<file path="config.mk">
export PLATFORM = sky130hd
export DESIGN_NAME = calc_op_sequencer
export DESIGN_NICKNAME = d
export VERILOG_FILES = /design/src/rtl/calc_pkg.sv /design/src/rtl/calc_settle_timer.sv /design/src/rtl/calc_op_sequencer.sv
export SDC_FILE = /design/constraint.sdc
export NUM_CORES = 1
export LEC_CHECK = 0
export ABC_AREA = 1
export CAP_MARGIN = 20
export CORE_ASPECT_RATIO = 0.6
export CORE_MARGIN = 2
export CORE_UTILIZATION = 44
export DETAILED_ROUTE_END_ITERATION = 8
export GPL_TIMING_DRIVEN = 1
export HOLD_SLACK_MARGIN = 0.12
export PLACE_DENSITY = 0.8
export REMOVE_ABC_BUFFERS = 1
export SKIP_LAST_GASP = 1
export SLEW_MARGIN = 20
export SYNTH_ARGS = -nofsm -noshare
export SYNTH_HDL_FRONTEND = slang
export SYNTH_HIERARCHICAL = 1
export SYNTH_SLANG_ARGS = --single-unit
</file>
<file path="constraint.sdc">
create_clock -name clk -period 1.8 [get_ports clk]
set_clock_uncertainty 0.1 [all_clocks]
set_input_delay 0.36 -clock clk [delete_from_list [all_inputs] [get_ports clk]]
set_output_delay 0.36 -clock clk [all_outputs]
set_load 0.05 [all_outputs]
</file>
<file path="src/rtl/calc_pkg.sv">
// Shared definitions for the calculator sequencer: opcodes, widths, FSM states.
// Used by calc_op_sequencer and calc_settle_timer.
package calc_pkg;

  localparam int OPND_W = 10;
  localparam int RES_W  = 12;
  localparam int CNT_W  = 4;

  localparam logic [1:0] OP_ADD = 2'b00;
  localparam logic [1:0] OP_SUB = 2'b01;
  localparam logic [1:0] OP_MUL = 2'b10;
  localparam logic [1:0] OP_DIV = 2'b11;

  localparam logic [RES_W-1:0] DIV_ERR_RESULT = 12'hFFF;

  typedef enum logic [1:0] {
    IDLE   = 2'd0,
    SETTLE = 2'd1,
    RESP   = 2'd2
  } calc_state_e;

  // Divisor occupies the low nibble of the packed operand word for OP_DIV.
  function automatic logic is_div_zero(input logic [1:0] op,
                                       input logic [OPND_W-1:0] opnd);
    return (op == OP_DIV) && (opnd[3:0] == 4'd0);
  endfunction

endpackage

</file>
<file path="src/rtl/calc_settle_timer.sv">
// Loadable down-counter with a zero flag, used to time datapath settling.
module calc_settle_timer #(
  parameter int CNT_W = 4
) (
  input  logic             clk,
  input  logic             rst_n,
  input  logic             load,
  input  logic [CNT_W-1:0] load_val,
  input  logic             dec,
  output logic             zero
);

  logic [CNT_W-1:0] cnt;

  // Load has priority; the count parks at zero rather than wrapping.
  always_ff @(posedge clk or negedge rst_n) begin
    if (!rst_n) begin
      cnt <= '0;
    end else if (load) begin
      cnt <= load_val;
    end else if (dec && (cnt != '0)) begin
      cnt <= cnt - 1'b1;
    end
  end

  assign zero = (cnt == '0);

endmodule

</file>
<file path="src/rtl/calc_op_sequencer.sv">
// Request/settle/response sequencer driving the shared calculator datapath.
// Define CALC_DIV_ZERO_CHK_EN to short-circuit divide-by-zero into an error response.
module calc_op_sequencer
  import calc_pkg::*;
#(
  parameter int SETTLE_CYCLES = 2
) (
  input  logic              clk,
  input  logic              rst_n,
  input  logic              req_valid,
  output logic              req_ready,
  input  logic [1:0]        req_op,
  input  logic [OPND_W-1:0] req_operands,
  output logic [OPND_W-1:0] dp_data_in,
  output logic [1:0]        dp_key,
  input  logic [RES_W-1:0]  dp_data_out,
  output logic              rsp_valid,
  input  logic              rsp_ready,
  output logic [RES_W-1:0]  rsp_result,
  output logic [1:0]        rsp_op,
  output logic              rsp_err,
  output logic [7:0]        op_count
);

  localparam logic [CNT_W-1:0] SETTLE_LOAD = CNT_W'(SETTLE_CYCLES - 1);

  calc_state_e state;
  logic        accept;
  logic        div_zero;
  logic        timer_load;
  logic        timer_dec;
  logic        timer_zero;

  assign req_ready  = (state == IDLE);
  assign accept     = req_valid && req_ready;
  assign timer_load = accept && !div_zero;
  assign timer_dec  = (state == SETTLE);

`ifdef CALC_DIV_ZERO_CHK_EN
  assign div_zero = is_div_zero(req_op, req_operands);
`else
  assign div_zero = 1'b0;
`endif

  calc_settle_timer #(
    .CNT_W(CNT_W)
  ) u_settle_timer (
    .clk     (clk),
    .rst_n   (rst_n),
    .load    (timer_load),
    .load_val(SETTLE_LOAD),
    .dec     (timer_dec),
    .zero    (timer_zero)
  );

  // Datapath lines only move on a real accept, so the datapath sees stable inputs while settling.
  always_ff @(posedge clk or negedge rst_n) begin
    if (!rst_n) begin
      state      <= IDLE;
      dp_data_in <= '0;
      dp_key     <= OP_ADD;
      rsp_valid  <= 1'b0;
      rsp_result <= '0;
      rsp_op     <= OP_ADD;
      op_count   <= '0;
    end else begin
      case (state)
        IDLE: begin
          if (accept) begin
            if (div_zero) begin
              rsp_result <= DIV_ERR_RESULT;
              rsp_op     <= OP_DIV;
              rsp_valid  <= 1'b1;
              state      <= RESP;
            end else begin
              dp_data_in <= req_operands;
              dp_key     <= req_op;
              state      <= SETTLE;
            end
          end
        end
        SETTLE: begin
          if (timer_zero) begin
            rsp_result <= dp_data_out;
            rsp_op     <= dp_key;
            rsp_valid  <= 1'b1;
            state      <= RESP;
          end
        end
        RESP: begin
          if (rsp_ready) begin
            rsp_valid <= 1'b0;
            op_count  <= op_count + 8'd1;
            state     <= IDLE;
          end
        end
        default: state <= IDLE;
      endcase
    end
  end

`ifdef CALC_DIV_ZERO_CHK_EN
  // Error flag is fixed when RESP is entered and held until the next response.
  always_ff @(posedge clk or negedge rst_n) begin
    if (!rst_n) begin
      rsp_err <= 1'b0;
    end else if (accept && div_zero) begin
      rsp_err <= 1'b1;
    end else if ((state == SETTLE) && timer_zero) begin
      rsp_err <= 1'b0;
    end
  end
`else
  assign rsp_err = 1'b0;
`endif

endmodule

</file>
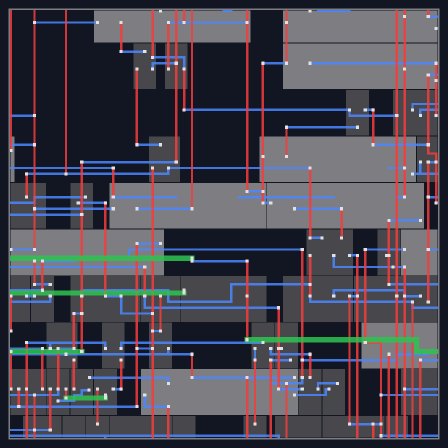
*Layout detail, run 1*
Window x 31 to 56, y 15 to 40 um. Cells in grey, sequential cells in the stronger grey; small squares are vias.
Key: red = met2; green = met3; blue = met1
Most frequent: nand2_1 (11), dfrtp_1 (8), inv_1 (4). 37 logic cells have their middle in the window. Netlist names of flops here include `op_count` (2), `u_settle_timer/cnt` (2). Sequential cells in the window: 8.

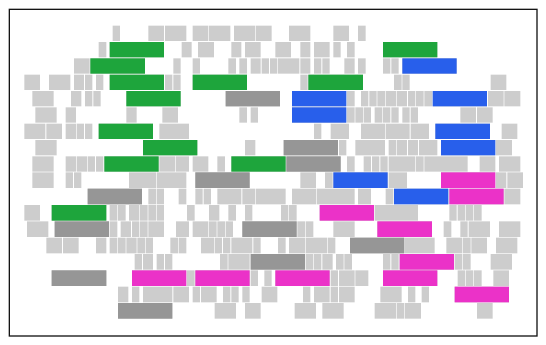
*Register map, names as in the netlist, run 1*
(6 px per um) Other sequential cells in the stronger grey, the rest of the logic in the fainter grey.
Key: green = `rsp_result` [placed flops 12]; blue = `op_count` [placed flops 8]; magenta = `dp_data_in` [placed flops 10]
Another 11 sequential cells are not coloured.
sequential logic power: 1600 uW
Flop area: 1026 sq um
final core occ: 63.69%
sequential cell area share: 39.52%

==> out/results.ini, run 1 <==
[critical_path]
cp_slowest_cell = dfrtp_1
ff2ff_setup_slack_ns = 0.22
cp-end-kind = primary output
critPathLaunchType = flop
r2r_cells = 7

[power]
p_total_uw = 5270
power-per-cell-area_nw_per_um2 = 2030

[layout]
post_layout_nonfiller_instances = 352
drive_gt1_share_pct = 21.23
layout.nets = 322

[floorplan]
fp-row-count = 18
ioPinCount = 65
core_area_sq_um = 4076
fp.dieH_um = 54.22
die_w_um = 87.70

[timing]
hold_viol_final = 0
min_period_ns = 1.619
period_used_pct = 89.97

[cts]
clk_pin_slew_worst_paths_ns = 0.07
clock-sinks = 41
cts_resized = 0
clock-root-buffer = clkbuf_8
insertion_delay_ns = 0.29

[logic_synthesis]
synth_area_sq_um = 1849
ys_seq_share_pct = 55.48
avgSynthCellArea_sq_um = 8.444
yosys_warnings = 6
synth_chip_area_sq_um = 1849
yosysUniqueCellTypes = 22

[outcome]
status = finished, final reports clean

[routing]
drt_first_pass_iters = 4
ant_nets = 0

[hold_path]
holdPathStages = 2

[global_route]
grt_max_degree = 23
gr-total-overflow = 0

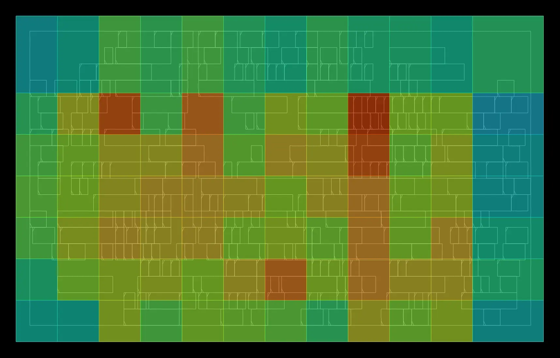
*Track usage over the die, run 1*
GRT Total Usage: 18.18%
global routing met3 resource utilization: 5.430%
busiest grt layer: met2

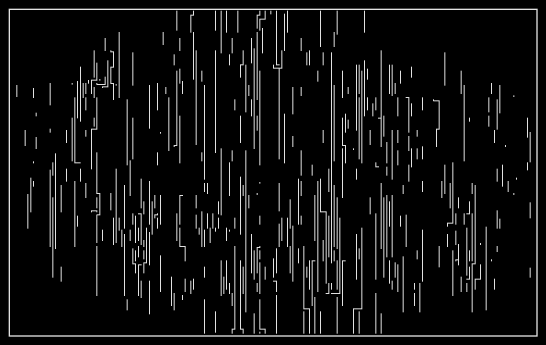
*The metal 2 layer, run 1*
(6 px per um)
The layer carries 1700 um of wire. 249 nets have wire on it. The layer holds 43% of the routed length. The longest straight run is 35.0 um.
Routed WL: 3.951 mm
met2 GRT Util: 28.66%
vias: 1594

## run 1: power by group
group	switching (uW)	total, uW	internal [uW]	leakage (uW)
registers	286	1600	1320	0.000499
clock network	294	598	304	0.0000443
logic	2110	3070	961	0.000847
total	2690	5270	2580	0.00139
## run 1: cell families (layout without fill, tap and decap cells)
kind of cell | after synthesis | after routing | synth area share (%)
AND/OR/NAND/NOR | 138 | 138 | 33.02
AND-OR/OR-AND | 6 | 6 | 1.759
XOR/XNOR | 4 | 4 | 1.895
other | 2 | 5 | 0.4061
flip-flops | 41 | 41 | 55.48
buffers and inverters | 26 | 96 | 6.089
adder cells (fa/ha/maj) | 2 | 2 | 1.353
## run 1: cells in the final DEF, fill, tap and decap left out, types with 3 or more instances in the layout
cell             instances
o21ai_0                  5
inv_1                   16
nand3_1                 21
nand2_1                101
nor2_4                   3
conb_1                   5
clkdlybuf4s50_1         26
buf_4                   40
nand2_2                  4
nor2_1                   3
clkbuf_8                 6
dfrtp_1                 41
## run 1: metal layers
layer	part of all wire (%)	GRT usage, %	up-vias
li1	-	-	807
met1	50	25.32	733
met2	43	28.66	49
met3	6.5	5.430	5
met4	0.78	3.846	0
met5	0	0	-
## run 1: flip-flops by register name, indices dropped and copies added, names as in the netlist
register	count
state	2
rsp_result	12
dp_key	2
rsp_valid	1
op_count	8
u_settle_timer/cnt	4
rsp_op	2
dp_data_in	10
## run 1: area by class of cell
cell class	count	area, sq um	area share [%]
Sequential cell	41	1026	39.52
Multi-Input combinational cell	155	721.9	27.81
Timing Repair Buffer	70	615.6	23.71
Clock buffer	7	86.33	3.325
Tap cell	60	75.07	2.892
Inverter	19	71.32	2.747
## run 1: Yosys cell counts (all sizes together)
| cell type | n | area share, % |
|---|---|---|
| inv | 18 | 3.7 |
| o21ai | 5 | 1.4 |
| buf | 6 | 2.0 |
| ha | 2 | 1.4 |
| clkinv | 1 | 0.20 |
| xnor2 | 2 | 0.95 |
| conb | 2 | 0.41 |
| nand3 | 22 | 6.6 |
| dfrtp | 41 | 55 |
| xor2 | 2 | 0.95 |
| nand3b | 2 | 0.81 |
| nor2 | 8 | 3.1 |
| o31ai | 1 | 0.41 |
| clkbuf | 1 | 0.20 |
| nand2 | 106 | 22 |
## run 1: per-stage QoR
stage | hold WS [ns] | worst slack [ns] | TNS (ns) | area [sq um]
final | 0.3771 | 0.1805 | 0 | 2596
after global placement | 0.2477 | 0.2291 | 0 | 2500
after floorplan | -0.03559 | -0.1797 | -0.5627 | 1819
after global routing | 0.3995 | 0.08137 | 0 | 2596
after detailed placement | 0.2490 | 0.1983 | 0 | 2500
after CTS | 0.3813 | 0.1616 | 0 | 2596
## run 1: critical path, delay by kind of cell (launching register included)
kind | cells | cell delay (ns)
flops | 1 | 0.48
simple gates | 1 | 0.22
buf+inv | 1 | 0.17
## run 1: path summary, 6_finish.rpt
kind / startpoint / endpoint
max: state[1] / req_ready
min: rsp_result[9] / rsp_result[9]
max reg2reg: u_settle_timer/cnt[0] / rsp_op[0]
min reg2reg: rsp_result[9] / rsp_result[9]
max in group asynchronous: rst_n / rsp_result[11]
min in group asynchronous: rst_n / dp_data_in[4]
==> run 1 -> run 2 <==
--- a/config.mk
+++ b/config.mk
@@ -16,7 +16,6 @@
 export PLACE_DENSITY = 0.8
 export REMOVE_ABC_BUFFERS = 1
 export SKIP_LAST_GASP = 1
-export SLEW_MARGIN = 20
 export SYNTH_ARGS = -nofsm -noshare
 export SYNTH_HDL_FRONTEND = slang
 export SYNTH_HIERARCHICAL = 1
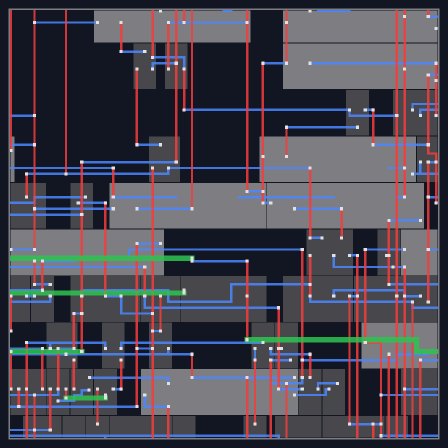
*Layout detail, run 2*
Window x 31 to 56, y 15 to 40 um. Cells in grey, sequential cells in the stronger grey; small squares are vias.

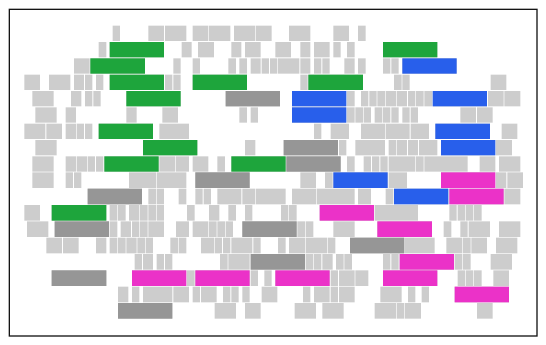
*Register map, names as in the netlist, run 2*
(6 px per um) Other sequential cells in the stronger grey, the rest of the logic in the fainter grey.

==> out/results.ini, run 2 <==
[logic_synthesis]
syn_inst = 219
synth-edff-count = 0  ; unchanged
avgSynthCellArea_sq_um = 8.444  ; unchanged
synth_area_sq_um = 1849  ; unchanged
async_flop_share_pct = 100.0  ; unchanged
ys.flops = 41
synth_chip_area_sq_um = 1849  ; unchanged
yosys_warnings = 6  ; unchanged
yosysUniqueCellTypes = 22  ; unchanged
common_cells = 101 x nand2_1, 41 x dfrtp_1, 21 x nand3_1, 16 x inv_1, 5 x o21ai_0
ys_seq_share_pct = 55.48  ; unchanged
ys.flop_type = dfrtp_1
yosys-top-cells-area = dfrtp_1 55%, nand2_1 21%, nand3_1 5.7%, inv_1 3.2%, nor2_4 1.8%
synth.top_cell.area_share_pct = 55.48  ; unchanged
synth_top_cell_by_area = dfrtp_1
yosysMostFrequentCell = nand2_1

[layout]
lay_top_count = nand2_1
final_cell_mix = 101 x nand2_1, 41 x dfrtp_1, 40 x buf_4
area_growth_pct = 40.39
area.sequential_sq_um = 1026  ; unchanged
layout.nets = 322  ; unchanged
n_fill_cell = 340
top_register = rsp_result
top_regs = rsp_result x12, dp_data_in x10, op_count x8
drive_gt1_share_pct = 21.23  ; unchanged
largest_reg_flops = 12  ; unchanged
logic_area_sq_um = 721.9  ; unchanged
antennaDiodeCount = 0

[power]
p_total_uw = 5270  ; unchanged
power-per-cell-area_nw_per_um2 = 2030  ; unchanged

[cts]
insertion_delay_ns = 0.29  ; about the same
ctsHoldBuffers = 1
clock-root-buffer = clkbuf_8
clk_pin_slew_worst_paths_ns = 0.07  ; about the same
clockBufferDepth = 2
cts_resized = 0  ; unchanged
clock-sinks = 41  ; unchanged

[global_route]
grt_util_met2_pct = 28.66  ; unchanged
grt_max_degree = 23  ; unchanged
top_usage_layer = met2
grt_pass1_wl_mm = 6.444
grt_util_met3_pct = 5.430  ; unchanged
grtUsageTotal_pct = 18.18  ; unchanged
gr-total-overflow = 0  ; unchanged

[routing]
vias = 1594  ; unchanged
drt-total-wl_mm = 3.951  ; unchanged
drt_first_pass_iters = 4  ; unchanged
ant_nets = 0  ; unchanged
drc = 0

[hold_path]
min_path_type = flop to flop
holdPathStages = 2  ; unchanged
holdCritStartpoint = rsp_result[9]

[floorplan]
die_w_um = 87.70  ; unchanged
fp-row-count = 18  ; unchanged
core_area_sq_um = 4076  ; unchanged
fp.dieH_um = 54.22  ; unchanged
die_area_sq_um = 4754
ioPinCount = 65  ; unchanged

[timing]
hold_viol_final = 0  ; unchanged
setup_ws_ns = 0.1805  ; unchanged
maxSlewViolCount = 0
finalSetupTns_ns = 0  ; unchanged
period_used_pct = 89.97  ; unchanged
setup_viol = 0
min_period_ns = 1.619  ; unchanged

[placed_design]
gp_congestion = 0.8713
pre_cts_slack_ns = 0.1983  ; unchanged
portBuffers = 63

[critical_path]
critPathLaunchType = flop
crit_start = state[1]
r2r-start = u_settle_timer/cnt[0]
r2r_cells = 7  ; unchanged
cp-end-kind = primary output

[outcome]
status = finished, final reports clean

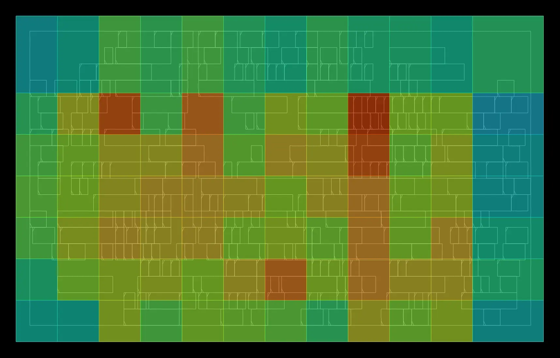
*Track usage over the die, run 2*
routed len/inst: 11.22 um
M1 GR Usage: 25.32%

## run 2: cell counts after synthesis
No cell type changed its count.
## run 2: cell type report
| class | instances | area share (%) |
|---|---|---|
| repair buffers | 70 | 23.71 |
| inverters | 19 | 2.747 |
| multi-input cells | 155 | 27.81 |
| well taps | 60 | 2.892 |
| flip-flops and latches | 41 | 39.52 |
| clock buffers | 7 | 3.325 |
## run 2: worst max-delay path, stage by stage (launching register included)
cell and delay (ns):
dfrtp_1 0.48, nor2_2 0.22, buf_12 0.17
## run 2: cells by family after synthesis
| family | share of synthesized area [%] |
|---|---|
| other cells | 0.4061 |
| buf+inv | 6.089 |
| compound gates | 1.759 |
| simple gates | 33.02 |
| flops | 55.48 |
| fa+ha+maj | 1.353 |
| xor+xnor | 1.895 |
## run 2: stage by stage
step	cell area (sq um)	utilization [%]	cells	hold WS, ns
6_report	2596	63.69	352	0.3771
4_1_cts	2596	63.69	352	0.3813
2_1_floorplan	1819	-	215	-0.03559
5_1_grt	2596	63.69	352	0.3995
3_5_place_dp	2500	61.33	344	0.2490
3_3_place_gp	2500	61.33	344	0.2477
## run 2: per-layer routing
layer | share of wire, % | wire length, um | up-vias
li1 | - | - | 807
met1 | 50 | 1963 | 733
met2 | 43 | 1700 | 49
met3 | 6.5 | 255 | 5
met4 | 0.78 | 31 | 0
met5 | 0 | 0 | -
## run 2: where the power goes
group	switching, uW	leakage, uW	internal, uW	total [uW]
Combinational	2110	0.000847	961	3070
Clock	294	0.0000443	304	598
Sequential	286	0.000499	1320	1600
## run 2: path summary, 6_finish.rpt
| kind | endpoint | slack, ns |
|---|---|---|
| max | req_ready | 0.18 |
| min | rsp_result[9] | 0.38 |
| max reg2reg | rsp_op[0] | 0.22 |
| min reg2reg | rsp_result[9] | 0.38 |
| max in group asynchronous | rsp_result[11] | 0.66 |
| min in group asynchronous | dp_data_in[4] | 0.46 |
==> run 2 -> run 3 <==
--- a/config.mk
+++ b/config.mk
@@ -9,11 +9,11 @@
 export CAP_MARGIN = 20
 export CORE_ASPECT_RATIO = 0.6
 export CORE_MARGIN = 2
-export CORE_UTILIZATION = 44
+export CORE_UTILIZATION = 40
 export DETAILED_ROUTE_END_ITERATION = 8
 export GPL_TIMING_DRIVEN = 1
 export HOLD_SLACK_MARGIN = 0.12
-export PLACE_DENSITY = 0.8
+export PLACE_DENSITY = 0.77
 export REMOVE_ABC_BUFFERS = 1
 export SKIP_LAST_GASP = 1
 export SYNTH_ARGS = -nofsm -noshare
==> constraint.sdc (replaced) <==
create_clock -name clk -period 1.41 [get_ports clk]
set_clock_uncertainty 0.1 [all_clocks]
set_input_delay 0.282 -clock clk [delete_from_list [all_inputs] [get_ports clk]]
set_output_delay 0.282 -clock clk [all_outputs]
set_load 0.05 [all_outputs]
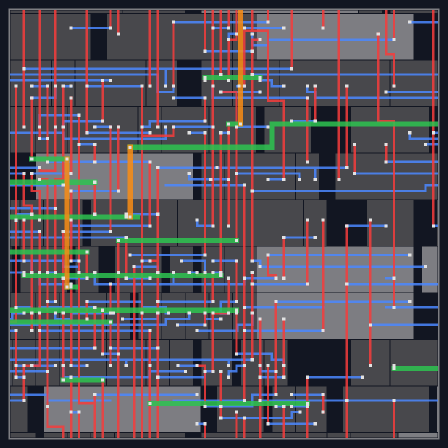
*Layout detail, run 3*
Window x 33 to 58, y 16 to 41 um. Cells in grey, sequential cells in the stronger grey; small squares are vias.
Key: orange = met4; blue = met1; red = met2; green = met3
Sequential cells in the window: 5. 63 logic cells have their middle in the window. Netlist names of flops here include `u_settle_timer/cnt` (2). Most frequent: nand2_1 (16), buf_4 (8).

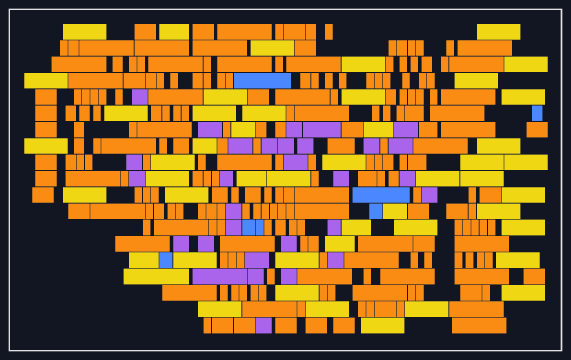
*Sizing map, run 3*
(6 px per um)
Key: purple = drive 3 to 4 [cells 30, most used buf_4]; orange = drive 1 or less [cells 226, most used nand2_1]; blue = drive 2 [cells 7]; yellow = drive 6 and up [cells 48, most used buf_12]
Non-clock buffers: 88
final worst slack: -0.05501 ns

==> out/results.ini, run 3 <==
[layout]
n_fill_cell = 307  ; -9.7%
drive_gt1_share_pct = 27.33  ; +6.1 points
layout.nets = 340  ; +5.6%
area_growth_pct = 76.18
top_regs = rsp_result x12, dp_data_in x10, op_count x8
lay_top_count = nand2_1
area.sequential_sq_um = 1028  ; +0.24%
top_register = rsp_result
final_cell_mix = 101 x nand2_1, 39 x dfrtp_1, 37 x buf_12
antennaDiodeCount = 0  ; unchanged
post_layout_nonfiller_instances = 374  ; +6.3%
largest_reg_flops = 12  ; unchanged

[floorplan]
initial_core_util_pct = 40.94
ioPinCount = 65  ; unchanged
fp-row-count = 19  ; +1
core_area_sq_um = 4517  ; +11%
die_area_sq_um = 5201  ; +9.4%
die_w_um = 91.78  ; +4.7%

[global_route]
grt_pass1_wl_mm = 7.962  ; +24%
grtUsageTotal_pct = 19.91  ; +1.7 points
grt_max_degree = 42  ; +83%
gr-total-overflow = 0  ; unchanged

[critical_path]
critPathLaunchType = flop
cp-end-kind = primary output

[cts]
clockBufferDepth = 2  ; unchanged
clock-sinks = 41  ; unchanged
clk_pin_slew_worst_paths_ns = 0.08  ; about the same
clock-root-buffer = clkbuf_8

[logic_synthesis]
synth_top_cell_by_area = dfrtp_1
ys.flop_type = dfrtp_1
yosysUniqueCellTypes = 22  ; unchanged
synth-edff-count = 0  ; unchanged
yosys-top-cells-area = dfrtp_1 55%, nand2_1 21%, nand3_1 5.7%, inv_1 3.2%, nor2_4 1.8%
async_flop_share_pct = 100.0  ; unchanged
ys_seq_share_pct = 55.48  ; unchanged
synth_area_sq_um = 1849  ; unchanged
yosysMostFrequentCell = nand2_1
yosys_warnings = 6  ; unchanged
ys.flops = 41  ; unchanged
synth_chip_area_sq_um = 1849  ; unchanged
common_cells = 101 x nand2_1, 41 x dfrtp_1, 21 x nand3_1, 16 x inv_1, 5 x o21ai_0
synth.top_cell.area_share_pct = 55.48  ; unchanged

[routing]
drt-total-wl_mm = 4.825  ; +22%
drc = 0  ; unchanged
drt_first_pass_iters = 4  ; unchanged
ant_nets = 0  ; unchanged
vias = 1743  ; +9.3%

[placed_design]
placed_cells = 354  ; +2.9%
gp_congestion = 0.7663  ; -12%
portBuffers = 63  ; unchanged

[timing]
setup_ws_ns = -0.05501  ; -0.2355 ns
fin_hold_ws_ns = 0.3804  ; +0.003338 ns
min_period_ns = 1.465
hold_viol_final = 0  ; unchanged
maxSlewViolCount = 0  ; unchanged
setup_viol = 2  ; +2
period_used_pct = 103.9

[outcome]
failed_checks = negative setup slack
status = finished, violations left

[power]
power-per-cell-area_nw_per_um2 = 2732  ; +35%
p_total_uw = 8901  ; +69%

[hold_path]
min_path_type = input port to async pin

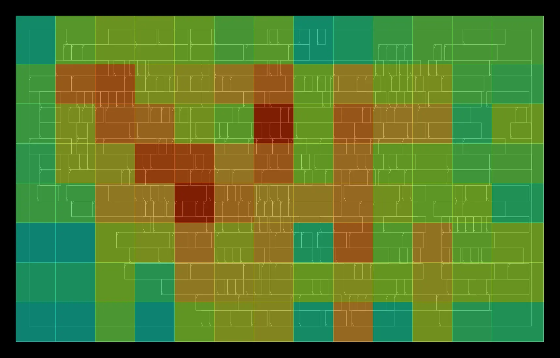
*Track usage over the die, run 3*
routed len/inst: 12.90 um
M1 GR Usage: 26.22%
final core occ: 72.13%

==> run 3: cell counts after synthesis <==
No cell type changed its count.
==> run 3: path summary, 6_finish.rpt <==
kind	cells past startpoint	start	endpoint
max	3	state[1]	req_ready
min in group clk	3	req_operands[5]	dp_data_in[5]
min reg2reg	2	rsp_result[3]	rsp_result[3]
max in group asynchronous	3	rst_n	state[1]
max reg2reg	6	u_settle_timer/cnt[0]	state[0]
min	3	rst_n	op_count[3]
==> run 3: cells by family after synthesis <==
group,share of synthesized area (%)
DFF,55.48
buffers and inverters,6.089
xor gates and xnor gates,1.895
AOI/OAI and AO/OA,1.759
other,0.4061
adders and majority gates,1.353
and+or+nand+nor,33.02
==> run 3: cell type report <==
type | count | area share (%)
Timing Repair Buffer | 88 | 36.83
Sequential cell | 41 | 31.57
Multi-Input combinational cell | 155 | 23.27
Clock buffer | 7 | 2.650
Tap cell | 63 | 2.419
Inverter | 19 | 2.343
Clock inverter | 1 | 0.9217
==> run 3: stage by stage <==
stage	TNS, ns	area (sq um)	utilization (%)	setup slack [ns]
floorplan	-8.922	1819	-	-0.5697
global route	-0.1127	3258	72.13	-0.08553
CTS	-0.05802	3184	70.50	-0.05802
detailed placement	-2.083	2994	66.29	-0.1314
finish	-0.06611	3258	72.13	-0.05501
global placement	-0.9610	2994	66.29	-0.07720
==> run 3: where the power goes <==
group          total, uW  internal, uW  leakage (uW)  switching [uW]
logic               5690          2650       0.00109            3040
registers           2240          1690      0.000496             555
clock network        972           577     0.0000585             395
total               8900          4920       0.00165            3990
==> run 3: metal layers <==
layer	up-vias	wire [um]	global-route usage, %
li1	844	-	-
met2	62	2340	32.14
met5	-	0	0
met3	13	307	5.369
met4	0	85	6.823
met1	824	2092	26.22
==> run 3: repair_timing <==
item                                    CTS  global route
pin swaps                                 2             3
endpoints found under the hold margin    41             0
endpoints found under the setup margin   17            23
hold buffers                              1             0
buffers inserted                          6             5
gates resized                             6             8
==> run 3: critical path, cell delays in order, from the launching register on <==
cell,delay [ns]
dfrtp_2,0.43
nor2_4,0.12
buf_6,0.11
buf_12,0.12
No activity file was given, so power comes from the tool's default toggle rates.
